==> images/metal_stack.png <==
(1.5 px per micron) Two of the layers only.
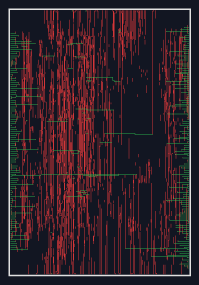
==> images/port_nets.png <==
(1.5 px per micron)
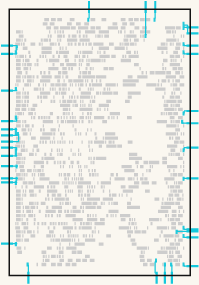
==> images/met2.png <==
(3 px per micron)
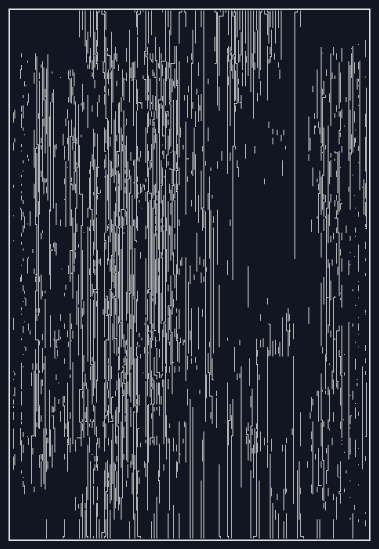
==> images/final_placement.png <==
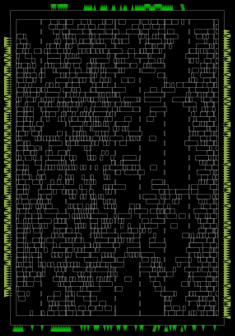
File: config.mk
export PLATFORM = sky130hd
export DESIGN_NAME = fetch_stage
export DESIGN_NICKNAME = d
export VERILOG_FILES = /design/src/rtl/cpu_types_pkg.sv /design/src/rtl/data_path_muxs_pkg.sv /design/src/rtl/if_id_reg.sv /design/src/rtl/fetch_stage.sv
export SDC_FILE = /design/constraint.sdc
export NUM_CORES = 1
export LEC_CHECK = 0
export ABC_AREA = 1
export CORE_ASPECT_RATIO = 1.5
export CORE_MARGIN = 3
export CORE_UTILIZATION = 30
export DETAILED_ROUTE_END_ITERATION = 8
export HOLD_SLACK_MARGIN = 0.02
export PLACE_DENSITY_LB_ADDON = 0.3
export SYNTH_ARGS = -nofsm -noshare
export SYNTH_HDL_FRONTEND = slang
export SYNTH_SLANG_ARGS = --single-unit
File: constraint.sdc
create_clock -name CLK -period 2 [get_ports CLK]
set_input_delay 0.3 -clock CLK [delete_from_list [all_inputs] [get_ports CLK]]
set_output_delay 0.3 -clock CLK [all_outputs]
set_load 0.01 [all_outputs]
File: src/rtl/cpu_types_pkg.sv
// Basic CPU-wide data types shared across pipeline stages.
package cpu_types_pkg;

  localparam int WORD_W = 32;

  typedef logic [WORD_W-1:0] word_t;

  localparam word_t WORD_ZERO = '0;
  localparam word_t WORD_ONES = '1;

endpackage : cpu_types_pkg

File: src/rtl/data_path_muxs_pkg.sv
// Datapath mux selectors, fetch FSM states and instruction constants.
package data_path_muxs_pkg;

  import cpu_types_pkg::*;

  typedef enum logic [1:0] {
    PC4    = 2'd0,
    BRANCH = 2'd1,
    JUMP   = 2'd2,
    JR     = 2'd3
  } pc_mux_input_selection;

  typedef enum logic [1:0] {
    BOOT   = 2'd0,
    FETCH  = 2'd1,
    HALTED = 2'd2
  } fetch_state_t;

  localparam word_t NOP_INSTR = 32'h0000_0000;
  localparam word_t PC_STEP   = 32'd4;

  // Instruction fetches are word aligned; low address bits of any target are dropped.
  function automatic word_t align_word(input word_t addr);
    return addr & ~word_t'(32'h3);
  endfunction

endpackage : data_path_muxs_pkg

File: src/rtl/if_id_reg.sv
// IF/ID pipeline register: synchronous clear, bubble insertion, load, or hold.
module if_id_reg
  import cpu_types_pkg::*;
  import data_path_muxs_pkg::*;
(
  input  logic  clk,
  input  logic  srst,
  input  logic  load,
  input  logic  bubble,
  input  word_t instr_next,
  input  word_t pc4_next,
  output word_t instr_reg,
  output word_t pc4_reg,
  output logic  valid_reg
);

  // A bubble only clears the instruction and valid bit; pc4 keeps its last value.
  always_ff @(posedge clk) begin
    if (srst) begin
      instr_reg <= NOP_INSTR;
      pc4_reg   <= WORD_ZERO;
      valid_reg <= 1'b0;
    end else if (bubble) begin
      instr_reg <= NOP_INSTR;
      valid_reg <= 1'b0;
    end else if (load) begin
      instr_reg <= instr_next;
      pc4_reg   <= pc4_next;
      valid_reg <= 1'b1;
    end
  end

endmodule : if_id_reg

File: src/rtl/fetch_stage.sv
// Instruction fetch stage: BOOT/FETCH/HALTED FSM, PC with redirect, IF/ID register.
// Optional performance counters are compiled in when FETCH_PERF_CNT_EN is defined.
module fetch_stage
  import cpu_types_pkg::*;
  import data_path_muxs_pkg::*;
#(
  parameter word_t PC_INIT = 32'h0000_0000
) (
  input  logic                  CLK,
  input  logic                  RST,
  input  logic                  ihit,
  input  word_t                 iload,
  output logic                  iREN,
  output word_t                 iaddr,
  input  logic                  halt,
  input  logic                  stall,
  input  logic                  flush,
  input  pc_mux_input_selection PCSrc,
  input  word_t                 branch_target,
  input  word_t                 jump_target,
  input  word_t                 jr_target,
  output word_t                 instr_IF_ID,
  output word_t                 pc4_IF_ID,
  output logic                  valid_IF_ID,
  output logic [5:0]            opcode_IF_ID,
  output logic [5:0]            func_IF_ID,
  output logic [15:0]           imm16,
  output word_t                 fetch_count,
  output word_t                 wait_count
);

  fetch_state_t state_reg, state_next;
  word_t        pc_reg, pc_next;
  word_t        pc_plus4;
  word_t        redirect_target;
  logic         if_load, if_bubble;

  assign pc_plus4 = pc_reg + PC_STEP;

  always_comb begin
    redirect_target = pc_plus4;
    case (PCSrc)
      PC4:     redirect_target = pc_plus4;
      BRANCH:  redirect_target = branch_target;
      JUMP:    redirect_target = jump_target;
      JR:      redirect_target = jr_target;
      default: redirect_target = pc_plus4;
    endcase
    redirect_target = align_word(redirect_target);
  end

  // Priority inside the stage: halt > flush > stall > ihit.
  always_comb begin
    state_next = state_reg;
    pc_next    = pc_reg;
    if_load    = 1'b0;
    if_bubble  = 1'b0;
    if (halt) begin
      state_next = HALTED;
      if_bubble  = 1'b1;
    end else begin
      case (state_reg)
        BOOT: begin
          state_next = FETCH;
          if_bubble  = 1'b1;
        end
        FETCH: begin
          if (flush) begin
            if_bubble = 1'b1;
            pc_next   = redirect_target;
          end else if (!stall) begin
            if (ihit) begin
              if_load = 1'b1;
              pc_next = pc_plus4;
            end else begin
              if_bubble = 1'b1;
            end
          end
        end
        HALTED: begin
          if_bubble = 1'b1;
        end
        default: begin
          state_next = BOOT;
          if_bubble  = 1'b1;
        end
      endcase
    end
  end

  always_ff @(posedge CLK) begin
    if (RST) begin
      state_reg <= BOOT;
      pc_reg    <= PC_INIT;
    end else begin
      state_reg <= state_next;
      pc_reg    <= pc_next;
    end
  end

  assign iREN  = (state_reg == FETCH);
  assign iaddr = pc_reg;

  if_id_reg u_if_id_reg (
    .clk        (CLK),
    .srst       (RST),
    .load       (if_load),
    .bubble     (if_bubble),
    .instr_next (iload),
    .pc4_next   (pc_plus4),
    .instr_reg  (instr_IF_ID),
    .pc4_reg    (pc4_IF_ID),
    .valid_reg  (valid_IF_ID)
  );

  assign opcode_IF_ID = instr_IF_ID[31:26];
  assign func_IF_ID   = instr_IF_ID[5:0];
  assign imm16        = instr_IF_ID[15:0];

`ifdef FETCH_PERF_CNT_EN
  word_t fetch_count_reg;
  word_t wait_count_reg;
  logic  wait_cycle;

  // A wait cycle is any request cycle without returned data, whatever stall/flush do.
  assign wait_cycle = iREN && !ihit;

  always_ff @(posedge CLK) begin
    if (RST) begin
      fetch_count_reg <= WORD_ZERO;
      wait_count_reg  <= WORD_ZERO;
    end else begin
      if (if_load && (fetch_count_reg != WORD_ONES)) begin
        fetch_count_reg <= fetch_count_reg + 32'd1;
      end
      if (wait_cycle && (wait_count_reg != WORD_ONES)) begin
        wait_count_reg <= wait_count_reg + 32'd1;
      end
    end
  end

  assign fetch_count = fetch_count_reg;
  assign wait_count  = wait_count_reg;
`else
  assign fetch_count = WORD_ZERO;
  assign wait_count  = WORD_ZERO;
`endif

endmodule : fetch_stage

==> impl_metrics.json <==
{
  "status": "complete, no violations",
  "synth.yosys.chip_area_sq_um": 5812,
  "crit_buf_inv": 0,
  "cts_hold_repair.buffers": 0,
  "met2_wirelength_mm": 10.70,
  "edf_count": 0,
  "critical-path-max-stage-delay_ps": 510,
  "setup-violations-final": 0,
  "final_common_cell": "sky130_fd_sc_hd__clkdlybuf4s50_1",
  "row_count": 61,
  "endpoint_kind": "flop",
  "hpwlAfterDp_mm": 16.22,
  "totalPowerFinal_mw": 4.477,
  "postSynth.asyncResetShare": 0,
  "post_cts_setup_buffer_count": 0,
  "gp_routability_congestion": 0.9240,
  "die-height_microns": 176.5,
  "total_leakage_power_nw": 3.440,
  "critical_path.startpoint_type": "flop",
  "fin_crit_ps": 1805,
  "critical_path.reg2reg.startpoint": "iaddr[12]",
  "ctsLongestPathBuffers": 2,
  "critical_path_peak_fanout": 5,
  "slew-limit-headroom": 0.6586,
  "grt_antenna_before_repair": 0,
  "log.warning_count": 33,
  "boundaryPins": 326,
  "cp_launch_point": "iaddr[12]",
  "netlist_area_sq_um": 5812,
  "hold_depth": 2,
  "clock.latency.late_pin_ps": 350,
  "layout.cells.most_common_list": "251 x sky130_fd_sc_hd__clkdlybuf4s50_1, 249 x sky130_fd_sc_hd__nand2_1, 95 x sky130_fd_sc_hd__dfxtp_1, 94 x sky130_fd_sc_hd__a21oi_1",
  "regToRegSetupSlack_ps": 190,
  "most_crowded_layer_gr": "met2",
  "postSynthRegisterBits": 95,
  "met3WireLength_mm": 1.539,
  "tightest_slew_ps": 511.3,
  "first_pass_grt_wire_length_mm": 30.75,
  "grt_setup_unrepaired": "false",
  "tns_ps": 0,
  "clock-root-buffer": "sky130_fd_sc_hd__clkbuf_16",
  "synthFlopType": "sky130_fd_sc_hd__dfxtp_1",
  "drt_iter0_markers": 275,
  "netlist_instances": 883,
  "dr.pass1.iters": 5,
  "number_of_flip_flops_under_the_largest_register_name": 32,
  "finalCritPeriodShare": 0.9025,
  "ys_seq_share": 0.3272,
  "timing.clock.skew_ps": 11.82,
  "number_of_inserted_diodes": 0,
  "power_dens_cells_nw_per_um2": 525.0,
  "hold_viol": 0,
  "count_of_buffers_inserted_at_the_top_level_ports": 251,
  "ir_drop_mv": 0.4328,
  "master_of_the_slowest_instance_on_the_critical_path": "sky130_fd_sc_hd__dfxtp_1",
  "worstSetupPathType": "reg -> reg",
  "number_of_max_slew_violations_in_the_final_report": 0,
  "drt_drc_violations_left": 0,
  "fmax_mhz": 554.0,
  "floorplan.initialDensity": 0.3095,
  "yosys_warning_count": 0,
  "clock_sink_count": 95,
  "synth.yosys.num_cells": 883,
  "arrival_ps": 2050,
  "route.detailed.vias_per_inst": 4.501,
  "design.die.area_sq_um": 21110,
  "timing.hold.worst.class": "reg -> reg"
}
## Picture notes: metal_stack.png
| layer | colour | wire length |
|---|---|---|
| met2 | red | 10,700 microns |
| met3 | green | 1,540 microns |
total routing usage reported by global routing: 0.1860
via count of the routed design: 6,076
average wire per standard cell: 15.05 microns
total wire length: 20.32 mm

## Picture notes: port_nets.png
| port | colour | bits | direction | edge | end cells | buffers | wire |
|---|---|---|---|---|---|---|---|
| fetch_count | cyan | 32 | output | 13 west, 12 east, 4 south, 3 north | 32 | 0 | 178 microns |

## Picture notes: met2.png
nets with wire on the layer: 947
longest straight run: 82.3 microns
wire length on this layer: 10,700 microns
main direction: vertical
share of all routed wire: 53%
M2 GR Usage: 0.3550

## Picture notes: final_placement.png
standard cell core area: 18,780 sq um
Filler cells: 1,963
sequential fraction of total cell area: 0.2230
non-filler instance count after layout: 1,350

logic make-up after synthesis:
logic type	after synthesis	synth area share
xor gates and xnor gates	14	0.02239
adders and majority gates	3	0.006459
DFF	95	0.3272
other	1	0.0006452
AOI/OAI and AO/OA	164	0.1490
and+or+nand+nor	402	0.2936
buffers and inverters	204	0.2006
power breakdown:
part / switching [mW] / internal [mW] / total (mW)
Sequential: 0.0357 / 1.92 / 1.95
Clock: 0.840 / 0.997 / 1.84
Combinational: 0.324 / 0.364 / 0.688
Total: 1.20 / 3.28 / 4.48
layout make-up:
class                      count  area [sq um]  share of cell area
inverter                      65         244.0             0.02861
multi-input combinational    651          3002              0.3520
sequential                    95          1902              0.2230
timing repair buffer         271          2750              0.3225
clock inverter                 7         90.09             0.01056
tap                          252         315.3             0.03697
clock buffer                   9         225.2             0.02641
synthesized netlist by cell type (2+ instances only):
master | number | share of area
sky130_fd_sc_hd__clkbuf_1 | 24 | 0.016
sky130_fd_sc_hd__nand4_1 | 4 | 0.0043
sky130_fd_sc_hd__nor2_4 | 6 | 0.012
sky130_fd_sc_hd__nor2_2 | 6 | 0.0065
sky130_fd_sc_hd__nand3b_1 | 3 | 0.0039
sky130_fd_sc_hd__inv_1 | 54 | 0.035
sky130_fd_sc_hd__o21ai_1 | 13 | 0.011
sky130_fd_sc_hd__nand2_2 | 4 | 0.0043
sky130_fd_sc_hd__a21oi_1 | 94 | 0.081
sky130_fd_sc_hd__nor2_1 | 68 | 0.044
sky130_fd_sc_hd__o21ai_0 | 40 | 0.034
sky130_fd_sc_hd__dfxtp_1 | 95 | 0.33
sky130_fd_sc_hd__buf_4 | 98 | 0.13
sky130_fd_sc_hd__a21o_1 | 2 | 0.0026
sky130_fd_sc_hd__buf_6 | 2 | 0.0039
sky130_fd_sc_hd__inv_2 | 11 | 0.0071
sky130_fd_sc_hd__xnor2_1 | 4 | 0.0060
sky130_fd_sc_hd__o211ai_1 | 10 | 0.013
sky130_fd_sc_hd__nor3_1 | 2 | 0.0017
sky130_fd_sc_hd__nand2_1 | 249 | 0.16
sky130_fd_sc_hd__nand3_1 | 56 | 0.048
sky130_fd_sc_hd__ha_1 | 3 | 0.0065
sky130_fd_sc_hd__xor2_1 | 9 | 0.014
sky130_fd_sc_hd__buf_2 | 14 | 0.012
sky130_fd_sc_hd__nand2_4 | 2 | 0.0039
how the worst min path moves through the flow:
stage	from	end	slack, ps
4_1_cts	state_reg[1]	state_reg[1]	460
3_5_place_dp	state_reg[1]	state_reg[1]	450
5_1_grt	u_if_id_reg.instr_reg[25]	u_if_id_reg.instr_reg[25]	480
6_report	state_reg[1]	state_reg[1]	450
2_1_floorplan	state_reg[1]	state_reg[1]	430
3_3_place_gp	state_reg[1]	state_reg[1]	450
per-stage QoR:
stage               instance area (sq um)  utilization  worst slack, ps  instances  hold WS, ps
finish                               8528       0.4542            195.0       1350        454.9
global route                         8528       0.4542            43.50       1350        477.2
CTS                                  8528       0.4542            177.6       1350        459.7
detailed placement                   8213       0.4374            42.72       1334        449.0
global placement                     8213       0.4374            80.58       1334        445.8
floorplan                            6063            -            412.5        950        431.9
Power and IR drop assume default switching activity.
